--- config.mk ---
export PLATFORM = sky130hd
export DESIGN_NAME = aes_block_sequencer
export DESIGN_NICKNAME = d
export VERILOG_FILES = /design/src/rtl/aes_block_sequencer.sv
export SDC_FILE = /design/constraint.sdc
export NUM_CORES = 1
export LEC_CHECK = 0
export CAP_MARGIN = 20
export CORE_AREA = 2 2 187 171
export DETAILED_ROUTE_END_ITERATION = 8
export DIE_AREA = 0 0 189 173
export PLACE_DENSITY = 0.73
export SKIP_LAST_GASP = 1
export SLEW_MARGIN = 20
export SYNTH_ARGS = -nofsm -noshare
export SYNTH_HDL_FRONTEND = slang
export SYNTH_SLANG_ARGS = --single-unit
export TNS_END_PERCENT = 50
--- constraint.sdc ---
create_clock -name clk -period 1.8 [get_ports clk]
set_input_delay 0.45 -clock clk [delete_from_list [all_inputs] [get_ports clk]]
set_output_delay 0.45 -clock clk [all_outputs]
set_load 0.02 [all_outputs]
--- src/rtl/aes_block_sequencer.sv ---
// Byte-serial front end for the AES core: packs input bytes into 128-bit blocks, pads short
// blocks, starts the core, waits for done and streams the ciphertext back out MSB byte first.
module aes_block_sequencer #(
  parameter logic [7:0]  PAD_BYTE = 8'h20,
  parameter int unsigned TIMEOUT  = 0
) (
  input  logic         clk,
  input  logic         rst_n,
  input  logic [7:0]   in_byte,
  input  logic         in_valid,
  input  logic         in_last,
  output logic         in_ready,
  output logic [127:0] aes_plain_text,
  output logic         aes_start,
  input  logic         aes_done,
  input  logic [127:0] aes_cipher_text,
  output logic [7:0]   out_byte,
  output logic         out_valid,
  output logic         out_last,
  input  logic         out_ready,
  output logic         busy,
  output logic [15:0]  blocks_done
);

  localparam int unsigned TW = (TIMEOUT > 1) ? $clog2(TIMEOUT + 1) : 1;

  typedef enum logic [2:0] {StFill, StPad, StStart, StWait, StDrain} state_e;

  state_e         state_q, state_d;
  logic [3:0]     cnt_q, cnt_d;
  logic [3:0]     ocnt_q, ocnt_d;
  logic [TW-1:0]  idle_q, idle_d;
  logic [127:0]   pt_q, pt_d;
  logic [127:0]   sr_q, sr_d;
  logic [15:0]    blocks_q, blocks_d;
  logic           accept, out_hs, lane_we;
  logic [7:0]     lane_data;

  assign in_ready       = (state_q == StFill);
  assign accept         = in_valid && in_ready;
  assign aes_start      = (state_q == StStart);
  assign out_valid      = (state_q == StDrain);
  assign out_hs         = out_valid && out_ready;
  assign out_last       = out_valid && (ocnt_q == 4'd15);
  assign out_byte       = sr_q[127:120];
  assign busy           = !((state_q == StFill) && (cnt_q == 4'd0));
  assign aes_plain_text = pt_q;
  assign blocks_done    = blocks_q;

  always_comb begin
    state_d   = state_q;
    cnt_d     = cnt_q;
    ocnt_d    = ocnt_q;
    idle_d    = idle_q;
    pt_d      = pt_q;
    sr_d      = sr_q;
    blocks_d  = blocks_q;
    lane_we   = 1'b0;
    lane_data = in_byte;

    unique case (state_q)
      StFill: begin
        if (accept) begin
          lane_we = 1'b1;
          cnt_d   = cnt_q + 4'd1;
          idle_d  = '0;
          if (cnt_q == 4'd15) begin
            state_d = StStart;
          end else if (in_last) begin
            state_d = StPad;
          end
        end else if ((TIMEOUT > 0) && (cnt_q != 4'd0)) begin
          // Timer value N means N idle cycles have already elapsed.
          if (idle_q == TW'(TIMEOUT - 1)) begin
            idle_d  = '0;
            state_d = StPad;
          end else begin
            idle_d = idle_q + 1'b1;
          end
        end else begin
          idle_d = '0;
        end
      end
      StPad: begin
        lane_we   = 1'b1;
        lane_data = PAD_BYTE;
        cnt_d     = cnt_q + 4'd1;
        if (cnt_q == 4'd15) state_d = StStart;
      end
      StStart: state_d = StWait;
      StWait: begin
        if (aes_done) begin
          sr_d    = aes_cipher_text;
          ocnt_d  = 4'd0;
          state_d = StDrain;
        end
      end
      StDrain: begin
        if (out_hs) begin
          sr_d   = {sr_q[119:0], 8'h00};
          ocnt_d = ocnt_q + 4'd1;
          if (ocnt_q == 4'd15) begin
            blocks_d = blocks_q + 16'd1;
            cnt_d    = 4'd0;
            state_d  = StFill;
          end
        end
      end
      default: state_d = StFill;
    endcase

    // Byte k lands in the k-th most significant byte lane.
    for (int k = 0; k < 16; k++) begin
      if (lane_we && (cnt_q == 4'(k))) pt_d[127-8*k -: 8] = lane_data;
    end
  end

  always_ff @(posedge clk or negedge rst_n) begin
    if (!rst_n) begin
      state_q  <= StFill;
      cnt_q    <= 4'd0;
      ocnt_q   <= 4'd0;
      idle_q   <= '0;
      pt_q     <= '0;
      sr_q     <= '0;
      blocks_q <= 16'd0;
    end else begin
      state_q  <= state_d;
      cnt_q    <= cnt_d;
      ocnt_q   <= ocnt_d;
      idle_q   <= idle_d;
      pt_q     <= pt_d;
      sr_q     <= sr_d;
      blocks_q <= blocks_d;
    end
  end

endmodule

==> flow_metrics.env <==
# physical design summary
export IMPL_setup_ws_ps=-285.7
export IMPL_ys_cells=995
export IMPL_dr_wl_met2_um=16720
export IMPL_dp_slack_ps=-490.6
export IMPL_drive_above_1_share_pct=23.97
export IMPL_warnings=32
export IMPL_clockBufferCount=39
export IMPL_ys_types=46
export IMPL_cts_buffers=30
export IMPL_drt_first_pass_iters=4
export IMPL_crit_path_start="state_q[1]$_DFFE_PN0P_"
export IMPL_buffer_area_share_pct=23.90
export IMPL_leakage_nw=9.926
export IMPL_setup_violations=224
export IMPL_cts_tree="built"
export IMPL_violations="setup timing"
export IMPL_io_buffer_count=298
export IMPL_drt_iter0_drc=468
export IMPL_largest_class="flip-flops and latches"
export IMPL_clockBufferDepth=3
export IMPL_post_cts_buffers=11
export IMPL_most_common_layout_cells="dfrtp_1 (283), clkdlybuf4s50_1 (162), nand2_1 (150), mux2_2 (121), mux2i_1 (116)"
export IMPL_antenna_cells=1
export IMPL_synth_area_um2=12190
export IMPL_status="finished with violations"
-- registers in the layout, summed over array words and instances (netlist names) --
| signal | cells |
|---|---|
| aes_plain_text | 128 |
| sr_q | 128 |
| blocks_done | 16 |
| cnt_q | 4 |
| ocnt_q | 4 |
| state_q | 3 |
-- cells by family after synthesis --
logic type      count (synthesis)  synth area share (%)
flops                         283                 58.11
mux                           249                 21.78
xor+xnor                       17                 1.222
fa+ha+maj                       6                0.6160
buf+inv                        73                 3.203
compound gates                145                 6.119
simple gates                  222                 8.953
-- worst max-delay path, stage by stage (launching register included) --
cell and delay (ps):
dfrtp_1 420, or3b_4 430, nor2_4 110, buf_6 120
floorplan.png
(2 px per um) Pins as bars on the die edge. Tap cells in gray.
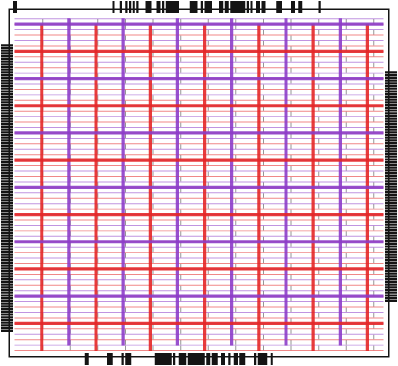
[red] VSS
[purple] VDD
met1 rails: 62
rows: 61

class_map.png
(2 px per um) Fill, decap, tap and diode cells in gray.
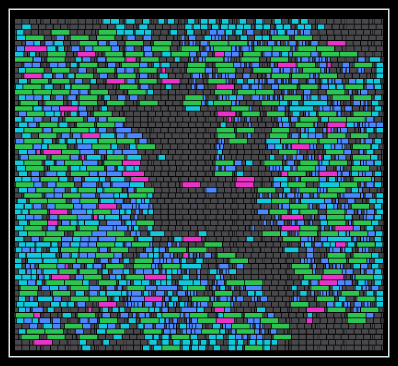
[magenta] clock drivers and dummy loads | cells: 56 | share of their area: 6.1%
[blue] remaining logic cells | cells: 645 | share of their area: 29%
[cyan] remaining buffers and delay cells | cells: 397 | share of their area: 25%
[green] registers | cells: 283 | share of their area: 40%
post-layout util: 59.16%
flop share of the area: 39.11%
Final Cell Area: 18110 um^2
total core area: 30610 um^2
# rows: 61

